$ cat src/rtl/free_list_if.sv
`default_nettype none
// ============================================================================
// Module  : free_list_if
// Brief   : Rename/commit-side bundle for the physical-register free list.
// Revision: 1.0
// ============================================================================
interface free_list_if #(
    parameter int PREG_W = 6,
    parameter int PTR_W  = 6
);
    logic              flush_i;
    logic              alloc_req_i;
    logic              alloc_valid_o;
    logic [PREG_W-1:0] alloc_tag_o;
    logic              free_valid_i;
    logic [PREG_W-1:0] free_tag_i;
    logic [PTR_W-1:0]  free_count_o;
    logic              empty_o;
    logic              error_o;

    modport master (
        output flush_i, alloc_req_i, free_valid_i, free_tag_i,
        input  alloc_valid_o, alloc_tag_o, free_count_o, empty_o, error_o
    );

    modport slave (
        input  flush_i, alloc_req_i, free_valid_i, free_tag_i,
        output alloc_valid_o, alloc_tag_o, free_count_o, empty_o, error_o
    );
endinterface
`default_nettype wire

$ cat src/rtl/free_list.sv
`default_nettype none
// ============================================================================
// Module  : free_list
// Brief   : Physical-register free list with speculative/architectural heads.
// Revision: 1.0
// ============================================================================
module free_list #(
    parameter int NUM_PREGS = 64,
    parameter int NUM_AREGS = 32,
    parameter int PREG_W    = $clog2(NUM_PREGS)
) (
    input  wire logic  clk,
    input  wire logic  rst,
    free_list_if.slave fl
);
    localparam int DEPTH = NUM_PREGS - NUM_AREGS;
    localparam int IDX_W = $clog2(DEPTH);
    localparam int PTR_W = IDX_W + 1;

    logic [PREG_W-1:0] r_mem [DEPTH];
    logic [PTR_W-1:0]  r_spec_head;
    logic [PTR_W-1:0]  r_arch_head;
    logic [PTR_W-1:0]  r_tail;
    logic              r_error;

    logic              w_alloc_fire;
    logic [PTR_W-1:0]  w_count;
    logic [PTR_W-1:0]  w_arch_head_nxt;

    assign w_count         = r_tail - r_spec_head;
    assign w_alloc_fire    = fl.alloc_req_i && (w_count != '0) && !fl.flush_i;
    assign w_arch_head_nxt = fl.free_valid_i ? (r_arch_head + 1'b1) : r_arch_head;

    assign fl.free_count_o  = w_count;
    assign fl.alloc_valid_o = (w_count != '0);
    assign fl.empty_o       = (w_count == '0);
    assign fl.alloc_tag_o   = r_mem[r_spec_head[IDX_W-1:0]];
    assign fl.error_o       = r_error;

    // Ring holds tags from arch_head to tail; a free overwrites the slot
    // arch_head has just retired, so tail - arch_head stays at DEPTH.
    always_ff @(posedge clk or posedge rst) begin
        if (rst) begin
            for (int i = 0; i < DEPTH; i++) begin
                r_mem[i] <= PREG_W'(NUM_AREGS + i);
            end
            r_spec_head <= '0;
            r_arch_head <= '0;
            r_tail      <= PTR_W'(DEPTH);
            r_error     <= 1'b0;
        end else begin
            if (fl.free_valid_i) begin
                r_mem[r_tail[IDX_W-1:0]] <= fl.free_tag_i;
                r_tail                   <= r_tail + 1'b1;
            end
            r_arch_head <= w_arch_head_nxt;

            if (fl.flush_i) begin
                r_spec_head <= w_arch_head_nxt;
            end else if (w_alloc_fire) begin
                r_spec_head <= r_spec_head + 1'b1;
            end

            // A commit with nothing outstanding means rename/commit disagree.
            if (fl.free_valid_i && (r_arch_head == r_spec_head) && !w_alloc_fire) begin
                r_error <= 1'b1;
            end
        end
    end
endmodule
`default_nettype wire

$ cat src/flat_wrapper.sv
// flat-port wrapper written by rule: the top's interface ports become plain ports
module free_list_flat 
#(
    parameter int NUM_PREGS = 64,
    parameter int NUM_AREGS = 32,
    parameter int PREG_W    = $clog2(NUM_PREGS)
)
  (clk, rst, fl_flush_i, fl_alloc_req_i, fl_free_valid_i, fl_free_tag_i, fl_alloc_valid_o, fl_alloc_tag_o, fl_free_count_o, fl_empty_o, fl_error_o);
  free_list_if #(.PREG_W(PREG_W), .PTR_W(6)) fl_i ();
  input  wire logic clk;
  input  wire logic rst;
  input wire logic [$bits(fl_i.flush_i)-1:0] fl_flush_i;
  input wire logic [$bits(fl_i.alloc_req_i)-1:0] fl_alloc_req_i;
  input wire logic [$bits(fl_i.free_valid_i)-1:0] fl_free_valid_i;
  input wire logic [$bits(fl_i.free_tag_i)-1:0] fl_free_tag_i;
  output wire logic [$bits(fl_i.alloc_valid_o)-1:0] fl_alloc_valid_o;
  output wire logic [$bits(fl_i.alloc_tag_o)-1:0] fl_alloc_tag_o;
  output wire logic [$bits(fl_i.free_count_o)-1:0] fl_free_count_o;
  output wire logic [$bits(fl_i.empty_o)-1:0] fl_empty_o;
  output wire logic [$bits(fl_i.error_o)-1:0] fl_error_o;
  assign fl_i.flush_i = fl_flush_i;
  assign fl_i.alloc_req_i = fl_alloc_req_i;
  assign fl_i.free_valid_i = fl_free_valid_i;
  assign fl_i.free_tag_i = fl_free_tag_i;
  assign fl_alloc_valid_o = fl_i.alloc_valid_o;
  assign fl_alloc_tag_o = fl_i.alloc_tag_o;
  assign fl_free_count_o = fl_i.free_count_o;
  assign fl_empty_o = fl_i.empty_o;
  assign fl_error_o = fl_i.error_o;
  free_list #(.NUM_PREGS(NUM_PREGS), .NUM_AREGS(NUM_AREGS), .PREG_W(PREG_W)) u_core (.clk(clk), .rst(rst), .fl(fl_i));
endmodule
$ cat config.mk
export PLATFORM = sky130hd
export DESIGN_NAME = free_list_flat
export DESIGN_NICKNAME = d
export VERILOG_FILES = /design/src/rtl/free_list_if.sv /design/src/rtl/free_list.sv /design/src/flat_wrapper.sv
export SDC_FILE = /design/constraint.sdc
export NUM_CORES = 1
export LEC_CHECK = 0
export CELL_PAD_IN_SITES_DETAIL_PLACEMENT = 1
export CELL_PAD_IN_SITES_GLOBAL_PLACEMENT = 1
export CORE_AREA = 2 2 206 208
export CTS_BUF_LIST = sky130_fd_sc_hd__clkbuf_8
export DETAILED_ROUTE_END_ITERATION = 16
export DIE_AREA = 0 0 208 210
export PLACE_DENSITY = 0.46
export SLEW_MARGIN = 30
export SYNTH_ARGS = -nofsm -noshare
export SYNTH_HDL_FRONTEND = slang
export SYNTH_SLANG_ARGS = --single-unit
$ cat constraint.sdc
create_clock -name clk -period 9.15 [get_ports clk]
set_input_delay 2.2875 -clock clk [delete_from_list [all_inputs] [get_ports clk]]
set_output_delay 2.2875 -clock clk [all_outputs]
set_load 0.02 [all_outputs]
==> results.ini <==
[floorplanning]
die.size.x_um=208
die_area_sq_um=43680

[sta]
setup_tns_ns=0
final_min_period_over_clock_period_pct=71.34
timing.slew.headroom_pct=39.57
drv_slew=0

[hold_path]
min_delay_path_depth=1
min_from=u_core.fl.error_o$_DFFE_PP0P_

[setup_path]
critPathLaunchType=register
r2r_cells=9
crit_type=reg -> out
crit_arrival_ns=4.24
r2r-end=u_core.r_spec_head[5]$_DFFE_PP0P_

[logic_synthesis]
yosysCellCount=678
postSynthSeqShare_pct=53.10
synth_dominant_cell_count=sky130_fd_sc_hd__mux2_2
netlist_top_cells_area=sky130_fd_sc_hd__dfstp_2 (29%), sky130_fd_sc_hd__dfrtp_1 (24%), sky130_fd_sc_hd__mux2_2 (21%)
yosysWarnings=0
syn_avg_cell_area_sq_um=15.06
asyncSetResetFlopFracSynth_pct=100.0

[power]
seq_power_share_pct=40.1
p_leak_nw=4.832
cell_internal_pwr_mw=2.947
pwr_density_cell_nw_per_um2=379.4

[cells_and_area]
post_route_cells_drive_above_1_share_pct=59.68
layout.cell_area.non_filler_sq_um=11870

[placement]
routabilityCongestion=0.7021
dpl-instance-area_sq_um=11040
numPortBuffers=25

[drt]
wl_per_cell_um=21.55
drt_pre_antenna_iters=4

[run]
maxCapViolCount=0

[status]
outcome=complete, no violations

[kinds of logic (layout without fill, tap and decap cells)]
family	count (synthesis)	count (layout)
simple gates	104	104
flops	211	211
fa+ha+maj	12	12
xor+xnor	21	21
compound gates	20	20
buf+inv	55	121
mux	255	255
[layout by cell type, fill, tap and decap left out, drive strengths merged, types with 2 or more instances in the layout]
cell,instances
or2,2
xor2,10
xnor2,11
mux2,193
nand2,28
nand2b,4
or4,2
nand4,9
clkbuf,51
clkdlybuf4s50,25
nand3,15
mux2i,2
dfrtp,98
nor3,3
dfstp,113
a21oi,3
a31oi,4
inv,28
nand3b,2
nor4,2
o21ai,6
ha,11
mux4,60
or3,4
nor2,29
nor2b,2
clkinv,6
buf,10
[flip-flops by register name, indices dropped and copies added (netlist names)]
signal / flops
u_core.r_tail: 6
u_core.r_mem: 192
u_core.fl.error_o: 1
u_core.r_arch_head: 6
u_core.r_spec_head: 6
[worst reg2reg max path: stages, from the launching register on]
cell,delay [ns]
sky130_fd_sc_hd__dfrtp_4,0.85
sky130_fd_sc_hd__buf_4,0.63
sky130_fd_sc_hd__ha_1,0.31
sky130_fd_sc_hd__fa_1,0.22
sky130_fd_sc_hd__nand2b_1,0.12
sky130_fd_sc_hd__o2bb2ai_1,0.20
sky130_fd_sc_hd__mux2i_1,0.38
sky130_fd_sc_hd__o41ai_4,0.18
sky130_fd_sc_hd__or4_1,0.49
sky130_fd_sc_hd__a31oi_1,0.16
[area by class of cell]
| cell class | instances | area (sq um) | share of cell area (%) |
|---|---|---|---|
| clock buffers | 51 | 701.9 | 5.913 |
| clock inverters | 23 | 120.1 | 1.012 |
| inverters | 12 | 58.81 | 0.4954 |
| multi-input cells | 412 | 4559 | 38.41 |
| flip-flops and latches | 211 | 5428 | 45.72 |
| well taps | 539 | 674.4 | 5.681 |
| repair buffers | 35 | 329.1 | 2.772 |
[power groups by stage]
stage / Sequential [mW] / Clock [mW] / Combinational [mW]
after floorplan: 1.62 / 0 / 1.36
after global placement: 1.79 / 0 / 1.74
after detailed placement: 1.83 / 0 / 1.80
after CTS: 1.81 / 0.967 / 1.80
after global routing: 1.87 / 1.01 / 1.91
final: 1.81 / 0.925 / 1.77
[metal layers]
layer  track usage, %  vias to the layer above  share of wire, %
met5                0                        -                 0
met1            17.70                     3263                46
met4            3.253                        0               1.8
met3            2.369                       43               3.8
met2            20.96                      118                48
li1                 -                     2567                 -
[through the flow]
step	util, %	power, mW	setup WS, ns	instances	hold slack, ns
global route	28.62	4.784	2.340	1283	0.5055
finish	28.62	4.504	2.623	1283	0.4709
CTS	28.60	4.587	2.450	1283	0.4747
floorplan	-	2.979	1.284	678	0.4739
global placement	26.60	3.531	3.117	1209	0.4526
detailed placement	26.62	3.626	3.047	1209	0.4602
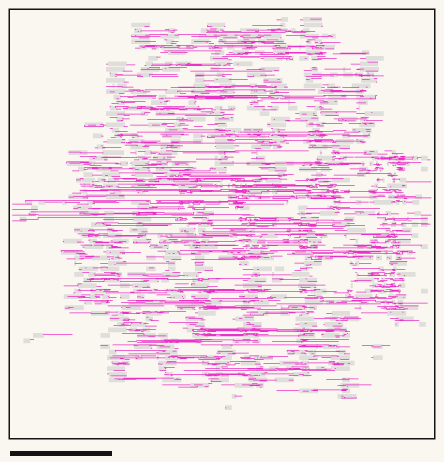
met1.png
Scale bar: 50 um. Cells faint in the background.
- nets with wire on the layer: 685
- wire length on this layer: 12800 um
- main direction: horizontal

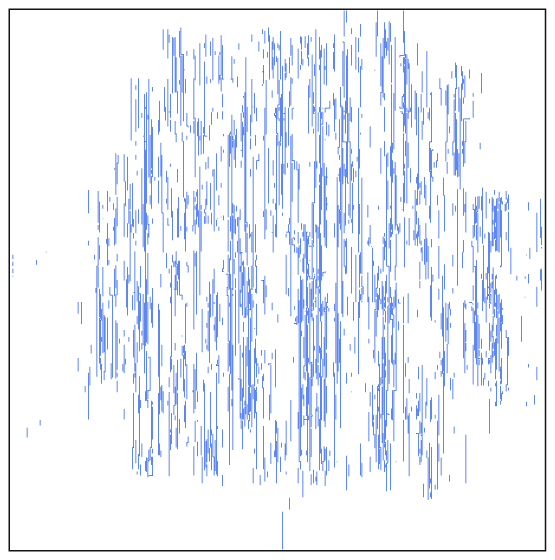
met2.png
- share of all routed wire: 48%
- main direction: vertical
- nets with wire on the layer: 700

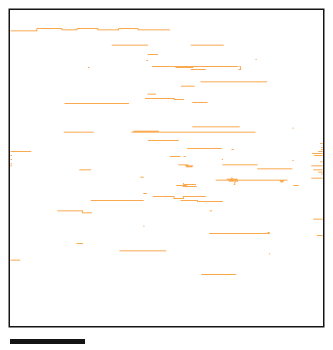
met3.png
Scale bar: 50 um.
- nets with wire on the layer: 47
- share of all routed wire: 3.8%

Power figures rest on the tool's default switching activity, not on a simulated workload.
